==> run_1/layers.png <==
Only two layers are drawn.
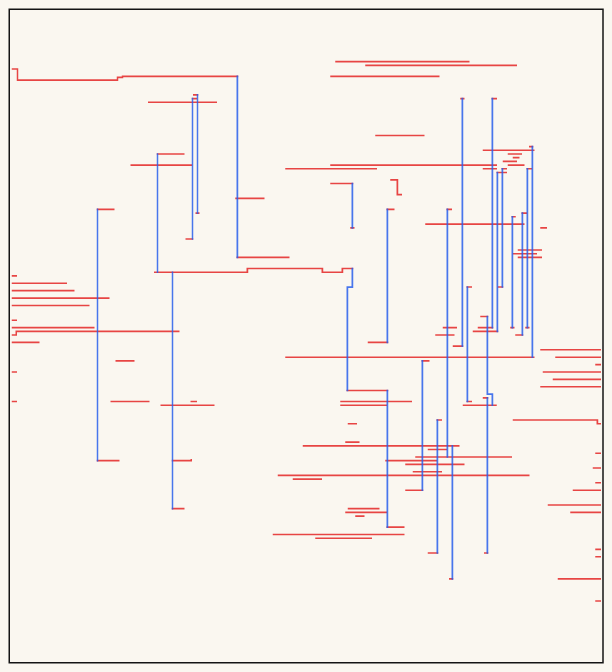
==> run_1/ff_map.png <==
Other sequential cells in the stronger grey, the rest of the logic in the fainter grey.
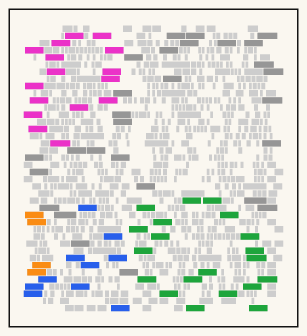
==> run_1/pinout.png <==
Pins as bars across the die edge, other pins in grey.
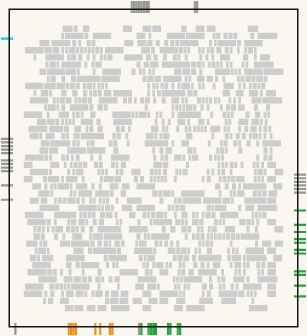
`src/rtl/oric_tape_player.sv`:
```
// Oric fast-format tape playback: fetches .TAP bytes over a req/ack port and serialises them onto tape_out.
// Optional feature macro TAPE_REMOTE_GATE_EN: the cassette motor relay (remote) pauses the bit-cell timer.
module oric_tape_player #(
  parameter int unsigned HALF_SHORT = 5000,
  parameter int unsigned HALF_LONG  = 10000,
  parameter int unsigned STOP_BITS  = 4,
  parameter int unsigned ADDR_W     = 20
) (
  input  logic              clk_24,
  input  logic              reset,
  input  logic              start,
  input  logic              stop,
  input  logic [ADDR_W-1:0] tap_len,
  output logic              rd_req,
  output logic [ADDR_W-1:0] rd_addr,
  input  logic              rd_ack,
  input  logic [7:0]        rd_data,
  input  logic              remote,
  output logic              tape_out,
  output logic              busy,
  output logic              done
);
  localparam int unsigned CNT_W = 16;
  localparam int unsigned BIT_W = 4;
  localparam int unsigned SHR_W = 10;
  localparam logic [CNT_W-1:0] SHORT_END = CNT_W'(HALF_SHORT - 1);
  localparam logic [CNT_W-1:0] LONG_END  = CNT_W'(HALF_LONG - 1);
  localparam logic [BIT_W-1:0] LAST_BODY = BIT_W'(SHR_W - 1);
  localparam logic [BIT_W-1:0] LAST_STOP = BIT_W'(STOP_BITS - 1);

  typedef enum logic [1:0] {IDLE, FETCH, SEND, FINISH} state_t;

  state_t              state_q, state_d;
  logic [ADDR_W-1:0]   len_q, len_d;
  logic [ADDR_W-1:0]   addr_d;
  logic                req_d, tape_d, busy_d, done_d;
  logic [SHR_W-1:0]    shr_q, shr_d;
  logic [BIT_W-1:0]    bit_q, bit_d;
  logic [CNT_W-1:0]    cnt_q, cnt_d;
  logic                phase_b_q, phase_b_d;
  logic                in_stop_q, in_stop_d;
  logic                run;
  logic                cur_bit;
  logic [CNT_W-1:0]    b_end;

`ifdef TAPE_REMOTE_GATE_EN
  assign run = remote;
`else
  logic unused_remote;
  assign unused_remote = remote;
  assign run = 1'b1;
`endif

  // Body bits come from the shift register (start, data LSB first, parity); stop bits are all ones.
  assign cur_bit = in_stop_q | shr_q[0];
  assign b_end   = cur_bit ? SHORT_END : LONG_END;

  always_ff @(posedge clk_24) begin
    if (reset) begin
      state_q   <= IDLE;
      len_q     <= '0;
      rd_addr   <= '0;
      rd_req    <= 1'b0;
      tape_out  <= 1'b0;
      busy      <= 1'b0;
      done      <= 1'b0;
      shr_q     <= '0;
      bit_q     <= '0;
      cnt_q     <= '0;
      phase_b_q <= 1'b0;
      in_stop_q <= 1'b0;
    end else begin
      state_q   <= state_d;
      len_q     <= len_d;
      rd_addr   <= addr_d;
      rd_req    <= req_d;
      tape_out  <= tape_d;
      busy      <= busy_d;
      done      <= done_d;
      shr_q     <= shr_d;
      bit_q     <= bit_d;
      cnt_q     <= cnt_d;
      phase_b_q <= phase_b_d;
      in_stop_q <= in_stop_d;
    end
  end

  always_comb begin
    state_d   = state_q;
    len_d     = len_q;
    addr_d    = rd_addr;
    req_d     = rd_req;
    tape_d    = tape_out;
    busy_d    = busy;
    done_d    = 1'b0;
    shr_d     = shr_q;
    bit_d     = bit_q;
    cnt_d     = cnt_q;
    phase_b_d = phase_b_q;
    in_stop_d = in_stop_q;
    if (stop) begin
      state_d = IDLE;
      req_d   = 1'b0;
      tape_d  = 1'b0;
      busy_d  = 1'b0;
    end else begin
      case (state_q)
        IDLE: begin
          tape_d = 1'b0;
          if (start) begin
            len_d  = tap_len;
            addr_d = '0;
            if (tap_len == '0) begin
              state_d = FINISH;
              done_d  = 1'b1;
            end else begin
              state_d = FETCH;
              busy_d  = 1'b1;
              req_d   = 1'b1;
            end
          end
        end
        FETCH: begin
          tape_d = 1'b0;
          req_d  = 1'b1;
          if (rd_ack && rd_req) begin
            req_d     = 1'b0;
            shr_d     = {~^rd_data, rd_data, 1'b0};
            bit_d     = '0;
            cnt_d     = '0;
            phase_b_d = 1'b0;
            in_stop_d = 1'b0;
            tape_d    = 1'b1;
            state_d   = SEND;
          end
        end
        SEND: begin
          if (run) begin
            if (!phase_b_q) begin
              if (cnt_q == SHORT_END) begin
                cnt_d     = '0;
                phase_b_d = 1'b1;
                tape_d    = 1'b0;
              end else begin
                cnt_d = cnt_q + CNT_W'(1);
              end
            end else if (cnt_q != b_end) begin
              cnt_d = cnt_q + CNT_W'(1);
            end else begin
              // End of a bit cell: advance to the next bit or close the frame.
              cnt_d     = '0;
              phase_b_d = 1'b0;
              tape_d    = 1'b1;
              if (!in_stop_q) begin
                shr_d = shr_q >> 1;
                if (bit_q == LAST_BODY) begin
                  in_stop_d = 1'b1;
                  bit_d     = '0;
                end else begin
                  bit_d = bit_q + BIT_W'(1);
                end
              end else if (bit_q != LAST_STOP) begin
                bit_d = bit_q + BIT_W'(1);
              end else begin
                tape_d = 1'b0;
                addr_d = rd_addr + ADDR_W'(1);
                if (rd_addr == len_q - ADDR_W'(1)) begin
                  state_d = FINISH;
                  done_d  = 1'b1;
                  busy_d  = 1'b0;
                end else begin
                  state_d = FETCH;
                  req_d   = 1'b1;
                end
              end
            end
          end
        end
        FINISH: begin
          busy_d  = 1'b0;
          state_d = IDLE;
        end
        default: state_d = IDLE;
      endcase
    end
  end

endmodule
```
`config.mk`:
```
export PLATFORM = sky130hd
export DESIGN_NAME = oric_tape_player
export DESIGN_NICKNAME = d
export VERILOG_FILES = /design/src/rtl/oric_tape_player.sv
export SDC_FILE = /design/constraint.sdc
export NUM_CORES = 1
export LEC_CHECK = 0
export ABC_AREA = 1
export CORE_AREA = 5 5 104 115
export DETAILED_ROUTE_END_ITERATION = 16
export DIE_AREA = 0 0 109 120
export GPL_TIMING_DRIVEN = 0
export HOLD_SLACK_MARGIN = 0.02
export PLACE_DENSITY_LB_ADDON = 0.08
export SYNTH_ARGS = -nofsm -noshare
export SYNTH_HDL_FRONTEND = slang
export SYNTH_SLANG_ARGS = --single-unit
```
`constraint.sdc`:
```
create_clock -name clk_24 -period 2.2 [get_ports clk_24]
set_clock_uncertainty 0.05 [all_clocks]
set_input_delay 0.33 -clock clk_24 [delete_from_list [all_inputs] [get_ports clk_24]]
set_output_delay 0.33 -clock clk_24 [all_outputs]
set_load 0.005 [all_outputs]
```
==> flow_metrics.py, run 1 <==
# Flow results
metrics = {
    "pwr": {
        "p_per_area_nw_per_um2": 667,
        "total_power_uw": 4370,
        "peakVddDrop_uv": 301,
        "seqPwrFrac": 0.358,
        "comb_power_uw": 1270,
    },
    "synth": {
        "synthSimpleGateAreaFrac": 0.402,
        "ys_area_um2": 5190,
        "fa_ha_area_frac": 0.0265,
        "common_cells": "203 x nand2_1, 107 x nor2_1, 89 x inv_1, 78 x dfxtp_1",
        "aoi_share": 0.127,
    },
    "sta": {
        "worst_pin_slew_ns": 0.616,
        "slew_headroom": 0.590,
    },
    "place": {
        "dp_slack_ns": -0.312,
        "place_hpwl_mm": 12.5,
        "place_area_um2": 5930,
    },
    "clocking": {
        "post_cts_resized": 17,
        "cts-root-buf": "clkbuf_16",
        "cts_max_level": 3,
        "insertion_delay_ns": 0.35,
    },
    "final_layout": {
        "clk_share": 0.0459,
        "bufAreaShareNonClock": 0.116,
    },
    "global_routing": {
        "grt.busiest_layer": "met2",
        "use_met1": 0.308,
    },
    "routing": {
        "drt.antenna.violating_nets": 0,
        "drt_pass1_iterations": 5,
        "wl_met1_mm": 6.87,
        "drcViolationCount": 0,
    },
    "run_status": {
        "status": "complete, no violations",
    },
    "critical_path": {
        "path_common_cell": "nor2_4",
        "r2r-start": "state_q[1]",
        "path_cells": "inv_1 -> ha_1 -> inv_2 -> a21oi_2 -> nor2_4 -> nand2_4 -> nor2_2 -> inv_1 -> nor2_4 -> nand3_2 -> nor2_4 -> nand3_1 -> nor3_1 -> nor3_1",
        "critPathKind": "reg -> reg",
    },
    "floorplanning": {
        "chipArea_um2": 13100,
    },
}
-- layers.png (at the start) --
M3: in red, wire length 850 µm. M4: in blue, wire length 708 µm.
GR Util All Layers: 0.251
routed wire length: 16.3 mm
DR vias: 5713

-- ff_map.png (at the start) --
rd_addr: in green, sequential cells 20. shr_q: in blue, sequential cells 10, where south-west. cnt_q: in magenta, sequential cells 16, where north-west. bit_q: in orange, sequential cells 4, where south-west.

-- pinout.png (at the start) --
clk_24: in cyan, pins 1, direction input, edge west. rd_addr: in green, pins 20, direction output, edge 11 east, 9 south. rd_data: in orange, pins 8, direction input, edge south.
All pins by edge: 19 south, 17 east, 12 west, 10 north.

==> run 2: changes to the inputs <==
--- a/config.mk
+++ b/config.mk
@@ -7,6 +7,7 @@
 export LEC_CHECK = 0
 export ABC_AREA = 1
 export CORE_AREA = 5 5 104 115
+export CTS_CLUSTER_DIAMETER = 80
 export DETAILED_ROUTE_END_ITERATION = 16
 export DIE_AREA = 0 0 109 120
 export GPL_TIMING_DRIVEN = 0
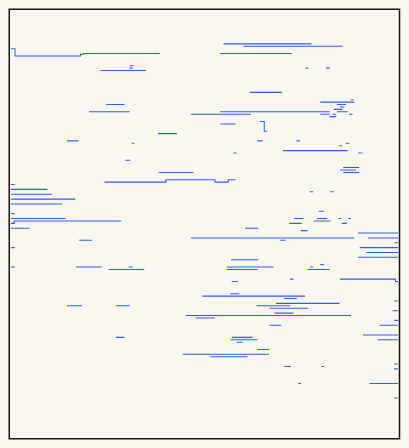
(run_2/m3.png)
The layer holds 5.2% of the routed length. 83 nets have wire on it. The layer carries 850 µm of wire.
M3 GR Usage: 0.0360

==> run 2 against run 1 <==
  * Sequential cell count did not move
  * Via count did not move
  * Power did not move
  * Final cell count did not move
  * Combinational power barely moved
  * Clock power barely moved
  * Critical endpoint unchanged
  * Largest cell class unchanged
==> flow_metrics.py, run 2 <==
# Flow results
metrics = {
    "pwr": {
        "seqPwrFrac": 0.358,
        "seq_power_uw": 1570,
        "comb_power_uw": 1270,
        "total_power_uw": 4370,
        "peakVddDrop_uv": 301,
        "p_per_area_nw_per_um2": 667,
    },
    "critical_path": {
        "path_cells": "inv_1 -> ha_1 -> inv_2 -> a21oi_2 -> nor2_4 -> nand2_4 -> nor2_2 -> inv_1 -> nor2_4 -> nand3_2 -> nor2_4 -> nand3_1 -> nor3_1 -> nor3_1",
        "path_common_cell": "nor2_4",
        "critPathKind": "reg -> reg",
        "r2r-start": "state_q[1]",
    },
    "global_routing": {
        "grt.busiest_layer": "met2",
        "globalRouteTotalUtil": 0.251,
    },
    "synth": {
        "fp_nets": 863,
        "yosysWarnings": 0,
        "common_cells": "203 x nand2_1, 107 x nor2_1, 89 x inv_1, 78 x dfxtp_1",
        "aoi_share": 0.127,
        "synthSimpleGateAreaFrac": 0.402,
        "ys_area_um2": 5190,
        "fa_ha_area_frac": 0.0265,
    },
    "clocking": {
        "cts_max_level": 3,
        "cts-root-buf": "clkbuf_16",
        "insertion_delay_ns": 0.35,
        "post_cts_resized": 17,
    },
    "routing": {
        "met3_length_um": 849,
        "drcViolationCount": 0,
        "vias": 5713,
        "drt_pass1_iterations": 5,
        "drt.antenna.violating_nets": 0,
        "wl_mm": 16.3,
    },
    "run_status": {
        "status": "complete, no violations",
    },
    "place": {
        "place_hpwl_mm": 12.5,
        "place_area_um2": 5930,
        "dp_slack_ns": -0.312,
    },
    "final_layout": {
        "clk_share": 0.0459,
        "regArea_um2": 1580,
        "bufAreaShareNonClock": 0.116,
    },
    "sta": {
        "worst_pin_slew_ns": 0.616,
        "slew_headroom": 0.590,
        "tns_ns": 0,
        "min_period_over_period": 0.951,
    },
    "floorplanning": {
        "chipArea_um2": 13100,
    },
}
Power and IR drop assume default switching activity.
